**config.mk**
```make
export PLATFORM = sky130hd
export DESIGN_NAME = alu_issue_unit_flat
export DESIGN_NICKNAME = d
export VERILOG_FILES = /design/src/rtl/alu_issue_unit_if.sv /design/src/rtl/alu_issue_unit.sv /design/src/flat_wrapper.sv
export SDC_FILE = /design/constraint.sdc
export NUM_CORES = 2
export LEC_CHECK = 0
export CAP_MARGIN = 5
export CORE_MARGIN = 2
export CORE_UTILIZATION = 50
export CTS_BUF_LIST = sky130_fd_sc_hd__clkbuf_2 sky130_fd_sc_hd__clkbuf_4 sky130_fd_sc_hd__clkbuf_8
export DETAILED_ROUTE_END_ITERATION = 16
export PLACE_DENSITY = 0.67
export SLEW_MARGIN = 20
export SYNTH_ARGS = -nofsm -noshare
export SYNTH_HDL_FRONTEND = slang
export SYNTH_SLANG_ARGS = --single-unit
```
**constraint.sdc**
```tcl
create_clock -name clk -period 6.1 [get_ports clk]
set_clock_uncertainty 0.05 [all_clocks]
set_input_delay 0.61 -clock clk [delete_from_list [all_inputs] [get_ports clk]]
set_output_delay 0.61 -clock clk [all_outputs]
set_load 0.02 [all_outputs]
```
**src/rtl/alu_issue_unit_if.sv**
```systemverilog
// Instruction handshake, ALU drive/result and write-back signals of alu_issue_unit.
// Handshake: a word transfers on a rising edge where instr_valid && instr_ready; the source holds instr stable until then.
interface alu_issue_unit_if;
  logic        instr_valid;
  logic        instr_ready;
  logic [31:0] instr;
  logic [31:0] alu_a;
  logic [31:0] alu_b;
  logic [3:0]  alu_sel;
  logic [31:0] alu_s;
  logic        wb_valid;
  logic [4:0]  wb_rd;
  logic [31:0] wb_data;
  logic        illegal;

  modport master (
    output instr_valid, instr, alu_s,
    input  instr_ready, alu_a, alu_b, alu_sel, wb_valid, wb_rd, wb_data, illegal
  );

  modport slave (
    input  instr_valid, instr, alu_s,
    output instr_ready, alu_a, alu_b, alu_sel, wb_valid, wb_rd, wb_data, illegal
  );
endinterface

```
**src/rtl/alu_issue_unit.sv**
```systemverilog
// Single-issue RV32I ALU front-end: decodes OP/OP-IMM/LUI, drives an external ALU,
// captures its result and writes it back to a 32x32 register file.
module alu_issue_unit #(
  parameter int XLEN = 32
) (
  input  logic            clk,
  input  logic            rst,
  alu_issue_unit_if.slave bus,
  input  logic [4:0]      dbg_addr,
  output logic [XLEN-1:0] dbg_data,
  output logic [1:0]      dbg_state
);

  typedef enum logic [1:0] {IDLE, EXEC, WB, ERR} state_t;

  localparam logic [6:0] OP_R   = 7'b0110011;
  localparam logic [6:0] OP_I   = 7'b0010011;
  localparam logic [6:0] OP_LUI = 7'b0110111;
  localparam logic [6:0] F7_ALT = 7'b0100000;

  state_t state, state_nx;

  logic [XLEN-1:0] regs [32];
  logic [XLEN-1:0] alu_a_q, alu_b_q, wb_data_q;
  logic [3:0]      alu_sel_q;
  logic [4:0]      rd_q, wb_rd_q;

  logic [6:0]      opcode, f7;
  logic [2:0]      f3;
  logic [4:0]      rd, rs1, rs2;
  logic [XLEN-1:0] rs1_val, rs2_val;
  logic            alt, dec_ok, accept;
  logic [XLEN-1:0] dec_a, dec_b;
  logic [3:0]      dec_sel;

  assign opcode  = bus.instr[6:0];
  assign rd      = bus.instr[11:7];
  assign f3      = bus.instr[14:12];
  assign rs1     = bus.instr[19:15];
  assign rs2     = bus.instr[24:20];
  assign f7      = bus.instr[31:25];
  assign alt     = (f7 == F7_ALT);
  assign rs1_val = (rs1 == 5'd0) ? '0 : regs[rs1];
  assign rs2_val = (rs2 == 5'd0) ? '0 : regs[rs2];

  // funct3 maps onto the ALU select the same way for OP and OP-IMM; only
  // funct3 0 (OP only) and 5 take the alternate encoding from funct7.
  always_comb begin
    dec_ok  = 1'b0;
    dec_a   = rs1_val;
    dec_b   = rs2_val;
    dec_sel = 4'd0;
    case (f3)
      3'd0:    dec_sel = (opcode == OP_R && alt) ? 4'd1 : 4'd0;
      3'd1:    dec_sel = 4'd2;
      3'd2:    dec_sel = 4'd3;
      3'd3:    dec_sel = 4'd4;
      3'd4:    dec_sel = 4'd5;
      3'd5:    dec_sel = alt ? 4'd7 : 4'd6;
      3'd6:    dec_sel = 4'd8;
      default: dec_sel = 4'd9;
    endcase
    case (opcode)
      OP_R: dec_ok = (f7 == 7'd0) || (alt && (f3 == 3'd0 || f3 == 3'd5));
      OP_I: begin
        if (f3 == 3'd1 || f3 == 3'd5) begin
          dec_b  = {27'b0, rs2};
          dec_ok = (f7 == 7'd0) || (alt && f3 == 3'd5);
        end else begin
          dec_b  = {{20{bus.instr[31]}}, bus.instr[31:20]};
          dec_ok = 1'b1;
        end
      end
      OP_LUI: begin
        dec_a   = '0;
        dec_b   = {bus.instr[31:12], 12'b0};
        dec_sel = 4'd0;
        dec_ok  = 1'b1;
      end
      default: dec_ok = 1'b0;
    endcase
  end

  assign bus.instr_ready = (state == IDLE) && !rst;
  assign accept          = bus.instr_valid && bus.instr_ready;

  always_comb begin
    state_nx = state;
    case (state)
      IDLE:    if (accept) state_nx = dec_ok ? EXEC : ERR;
      EXEC:    state_nx = WB;
      WB:      state_nx = IDLE;
      default: state_nx = IDLE;
    endcase
  end

  always_ff @(posedge clk) begin
    if (rst) begin
      state     <= IDLE;
      alu_a_q   <= '0;
      alu_b_q   <= '0;
      alu_sel_q <= '0;
      rd_q      <= '0;
      wb_rd_q   <= '0;
      wb_data_q <= '0;
      for (int i = 0; i < 32; i++) regs[i] <= '0;
    end else begin
      state <= state_nx;
      if (accept && dec_ok) begin
        alu_a_q   <= dec_a;
        alu_b_q   <= dec_b;
        alu_sel_q <= dec_sel;
        rd_q      <= rd;
      end
      if (state == EXEC) begin
        wb_data_q <= bus.alu_s;
        wb_rd_q   <= rd_q;
      end
      // x0 is hardwired: its slot stays zero from reset.
      if (state == WB && wb_rd_q != 5'd0) regs[wb_rd_q] <= wb_data_q;
    end
  end

  assign bus.alu_a    = alu_a_q;
  assign bus.alu_b    = alu_b_q;
  assign bus.alu_sel  = alu_sel_q;
  assign bus.wb_valid = (state == WB);
  assign bus.wb_rd    = wb_rd_q;
  assign bus.wb_data  = wb_data_q;
  assign bus.illegal  = (state == ERR);
  assign dbg_data     = (dbg_addr == 5'd0) ? '0 : regs[dbg_addr];
  assign dbg_state    = state;

endmodule

```
**src/flat_wrapper.sv**
```systemverilog
// flat-port wrapper written by rule: the top's interface ports become plain ports
module alu_issue_unit_flat 
#(
  parameter int XLEN = 32
)
  (clk, rst, dbg_addr, dbg_data, dbg_state, bus_instr_valid, bus_instr, bus_alu_s, bus_instr_ready, bus_alu_a, bus_alu_b, bus_alu_sel, bus_wb_valid, bus_wb_rd, bus_wb_data, bus_illegal);
  alu_issue_unit_if bus_i ();
  input  logic clk;
  input  logic rst;
  input  logic [4:0] dbg_addr;
  output logic [XLEN-1:0] dbg_data;
  output logic [1:0] dbg_state;
  input wire logic [$bits(bus_i.instr_valid)-1:0] bus_instr_valid;
  input wire logic [$bits(bus_i.instr)-1:0] bus_instr;
  input wire logic [$bits(bus_i.alu_s)-1:0] bus_alu_s;
  output wire logic [$bits(bus_i.instr_ready)-1:0] bus_instr_ready;
  output wire logic [$bits(bus_i.alu_a)-1:0] bus_alu_a;
  output wire logic [$bits(bus_i.alu_b)-1:0] bus_alu_b;
  output wire logic [$bits(bus_i.alu_sel)-1:0] bus_alu_sel;
  output wire logic [$bits(bus_i.wb_valid)-1:0] bus_wb_valid;
  output wire logic [$bits(bus_i.wb_rd)-1:0] bus_wb_rd;
  output wire logic [$bits(bus_i.wb_data)-1:0] bus_wb_data;
  output wire logic [$bits(bus_i.illegal)-1:0] bus_illegal;
  assign bus_i.instr_valid = bus_instr_valid;
  assign bus_i.instr = bus_instr;
  assign bus_i.alu_s = bus_alu_s;
  assign bus_instr_ready = bus_i.instr_ready;
  assign bus_alu_a = bus_i.alu_a;
  assign bus_alu_b = bus_i.alu_b;
  assign bus_alu_sel = bus_i.alu_sel;
  assign bus_wb_valid = bus_i.wb_valid;
  assign bus_wb_rd = bus_i.wb_rd;
  assign bus_wb_data = bus_i.wb_data;
  assign bus_illegal = bus_i.illegal;
  alu_issue_unit #(.XLEN(XLEN)) u_core (.clk(clk), .rst(rst), .bus(bus_i), .dbg_addr(dbg_addr), .dbg_data(dbg_data), .dbg_state(dbg_state));
endmodule
```
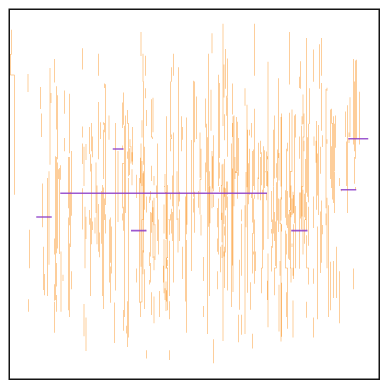
(signal wires by layer)
Scale: 1 px per µm. Only two layers are drawn.
- orange: metal 4 (wire length 18,700 µm)
- purple: metal 5 (wire length 289 µm)
via total after detailed routing: 47.5k
Post-Route WL: 264,000 µm
DR WL/cell: 40.3 µm

==> results.tsv <==
stage	metric	value	unit
status	status	finished, final reports clean	
synthesis	Syn. warnings	0	
finish	Comb/total area	0.424	
floorplan	Horiz. Die Dim	369	µm
timing	slew of the pin with the lowest slew margin	1300	ps
finish	Largest Register	u_core.regs	
global_routing	first-pass GRT wire length	362000	µm
critical_path	crit start category	input pin	
cts	Max Root-Sink Buffers	3	
cts	post_cts resized	0	
critical_path	Setup crit end	dbg_data[2]	
hold_path	hold_sp	bus_alu_s[3]	
timing	Setup TNS	0	ps
cts	setup bufs post-CTS	0	
critical_path	crit-path max FO	66	
floorplan	I/O pins	214	
timing	final hold violation count	0	
cts	CTS root buf	clkbuf_8	
pwr	Lkg Pwr	0.0266	µW
critical_path	Critical Path AT	4330	ps
global_routing	vias in the first global route	45521	
finish	NumNets Final	4684	
finish	CLK BUF	278	
global_routing	total grt overflow	0	
hold_path	hold path cells	3	
synthesis	number of flops mapped to enable cells by yosys	1024	
critical_path	r2r setup slk	2010	ps
finish	Signal buf overhead	0.0540	
finish	Cell Count, Final, Fillers Out	6552	
cts	htree depth	4	
cts	CTS buffer count	194	
timing	final number of setup-violating endpoints	0	
synthesis	Flops after synth	1136	
synthesis	# Cells Yosys	4472	
drt	Final ANT Viol Nets	0	
drt	Starting DRT DRC Count	9148	
cts	clock-pin slew on the worst setup and hold paths	60	ps
floorplan	row count	133	
pwr	Tot Pwr	19300	µW
timing	Final Critical Period	4990	ps
hold_path	worst min-delay path class	input pin to register	
timing	cycle use final	0.817	
floorplan	Pre-Place Util	0.505	
timing	fin. max-slew vios	0	
finish	max reg flops	1024	
drt	met1 wire length	90400	µm
global_routing	met3 Use GR	0.159	
synthesis	Commonest flop	edfxtp_1	
finish	Plain + repair buffers	399	
finish	Clock Network Area Fraction	0.0551	
flow_run	Log Warnings	28	
synthesis	Cells after Synth	4472	
timing	RSZ-0062 raised after global routing	no	
global_routing	met2 usage	0.539	
floorplan	Core Box Area	132000	µm²
flow_run	max cap viols	0	
synthesis	asr flop ratio synth	0	
global_routing	Global Route met1 Usage	0.512	
finish	Fillers	10165	
critical_path	Crit Reg-Reg Startpoint	u_core.dbg_state[1]	
synthesis	register share after synthesis	0.497	
cts	CTS tree	yes	
finish	Comb gates	2851	
drt	routed vias/inst	7.24	
finish	area of the multi-input gates	32100	µm²
cts	Clock Sinks	1136	
finish	Commonest Layout Cell	edfxtp_1	
synthesis	tally of unique sky130hd cells used after synthesis	61	
critical_path	Register-to-Register Path Depth	6	
placement	Buffers on Ports	213	
critical_path	Crit. Startpoint	dbg_addr[0]	
placement	DP Cell Count	6168	
finish	flip-flops	1136	
finish	Ant. Diodes	15	
global_routing	largest net degree at the start of global routing	85	
synthesis	mean cell area of the mapped netlist	14.9	µm²
finish	fraction of layout cells with a size suffix above 1	0.312	
cts	clk_lat worst skew	940	ps
drt	wire length on met3	43800	µm
synthesis	mapped cell area	66400	µm²
drt	First-pass DRT Iterations	8	
critical_path	Setup crit end kind	output port	
floorplan	Tap Count	1755	
critical_path	reg2reg end	u_core.regs[20][5]	
timing	Min Hold Slack	159	ps
global_routing	layer with the highest usage	met2	
drt	Max Used Layer	met5	
floorplan	die span in y	369	µm
timing	normalized max-slew margin	0.130	
hold_path	Hold Crit Endpoint	u_core.bus.wb_data[3]	
placement	Post-DP HPWL	165000	µm
finish	sequential cell area	33000	µm²
global_routing	gr usage total	0.389	
drt	drt drc	0	
drt	met2 WL post-DR	111000	µm
synthesis	Yosys chip area	66400	µm²
finish	most common logic cells in the final layout	edfxtp_1, and2_1, mux4_2	
timing	fmax	201	MHz
placement	gpl congestion	1.00	
global_routing	initial antenna violation count	29	
pwr	pwr/cell area	254	nW/µm²
floorplan	full die area	136000	µm²
critical_path	WP data required	5440	ps
cts	# hold bufs at CTS	0	
finish	synth-to-layout area growth	13.9	%
finish	inverter count	30	
finish	Top class by area	sequential cells	
pwr	maximum VDD drop	255	µV
critical_path	critical path type	input pin to output port	
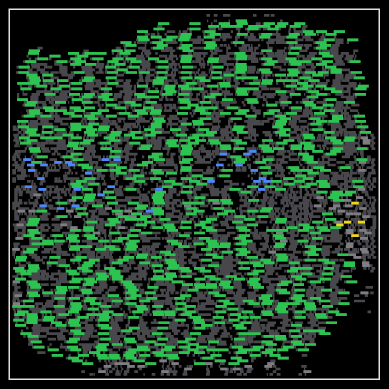
(sequential cells colored by netlist name)
Scale: 1 px per µm.
- green: `u_core.regs` (sequential cells 1,024; where spread over the die)
- yellow: `u_core.rd_q` (sequential cells 5; where east)
- blue: `u_core.bus.alu_b` (sequential cells 32; where a horizontal strip, middle)
- not colored: 75
Seq. pwr: 8970 µW
sequential share of cell area: 0.436
Final Core Density: 0.575

[per-stage QoR]
step	setup WS [ps]	area, µm²	utilization
after floorplan	1670	66600	-
after global placement	1270	71300	0.542
after detailed placement	1300	71400	0.543
after CTS	1280	75600	0.574
after global routing	1020	75700	0.575
final	1110	75700	0.575
[power breakdown]
group          leakage (µW)  switching (µW)  internal, µW
combinational        0.0129            1570          1160
clock               0.00218            3420          4140
sequential           0.0115             244          8730
[critical path, cell delays in order]
cell and delay (ps):
buf_8 540, buf_4 420, mux4_2 560, mux4_2 510, mux2i_1 770, nor2_1 110
clkdlybuf4s50_1 580
[cell usage after synthesis, types with 12 or more instances]
cell | count | share of area
edfxtp_1 | 1024 | 0.46
nand2b_1 | 12 | 0.0011
mux2_2 | 29 | 0.0049
nand3_1 | 30 | 0.0023
o21ai_1 | 32 | 0.0024
nor2_1 | 82 | 0.0046
clkbuf_1 | 352 | 0.020
o21ai_0 | 84 | 0.0063
a22oi_1 | 33 | 0.0037
nor2b_1 | 20 | 0.0019
mux2i_1 | 172 | 0.026
dfxtp_1 | 112 | 0.034
a221oi_1 | 17 | 0.0022
mux4_2 | 845 | 0.29
buf_1 | 79 | 0.0045
nor3_1 | 18 | 0.0014
inv_1 | 27 | 0.0015
a211oi_1 | 15 | 0.0017
nand2_1 | 183 | 0.010
and2_1 | 995 | 0.094
buf_2 | 48 | 0.0036
o22ai_1 | 30 | 0.0028
a21oi_1 | 129 | 0.0097
[cell families after synthesis]
family,Yosys count,share of synthesized area
AOI/OAI and AO/OA,389,0.0355
xor gates and xnor gates,1,0.000132
buffers and inverters,516,0.0305
DFF,1136,0.497
muxes,1046,0.317
other,1,0.0000564
and+or+nand+nor,1383,0.120
Power and IR drop assume default switching activity.
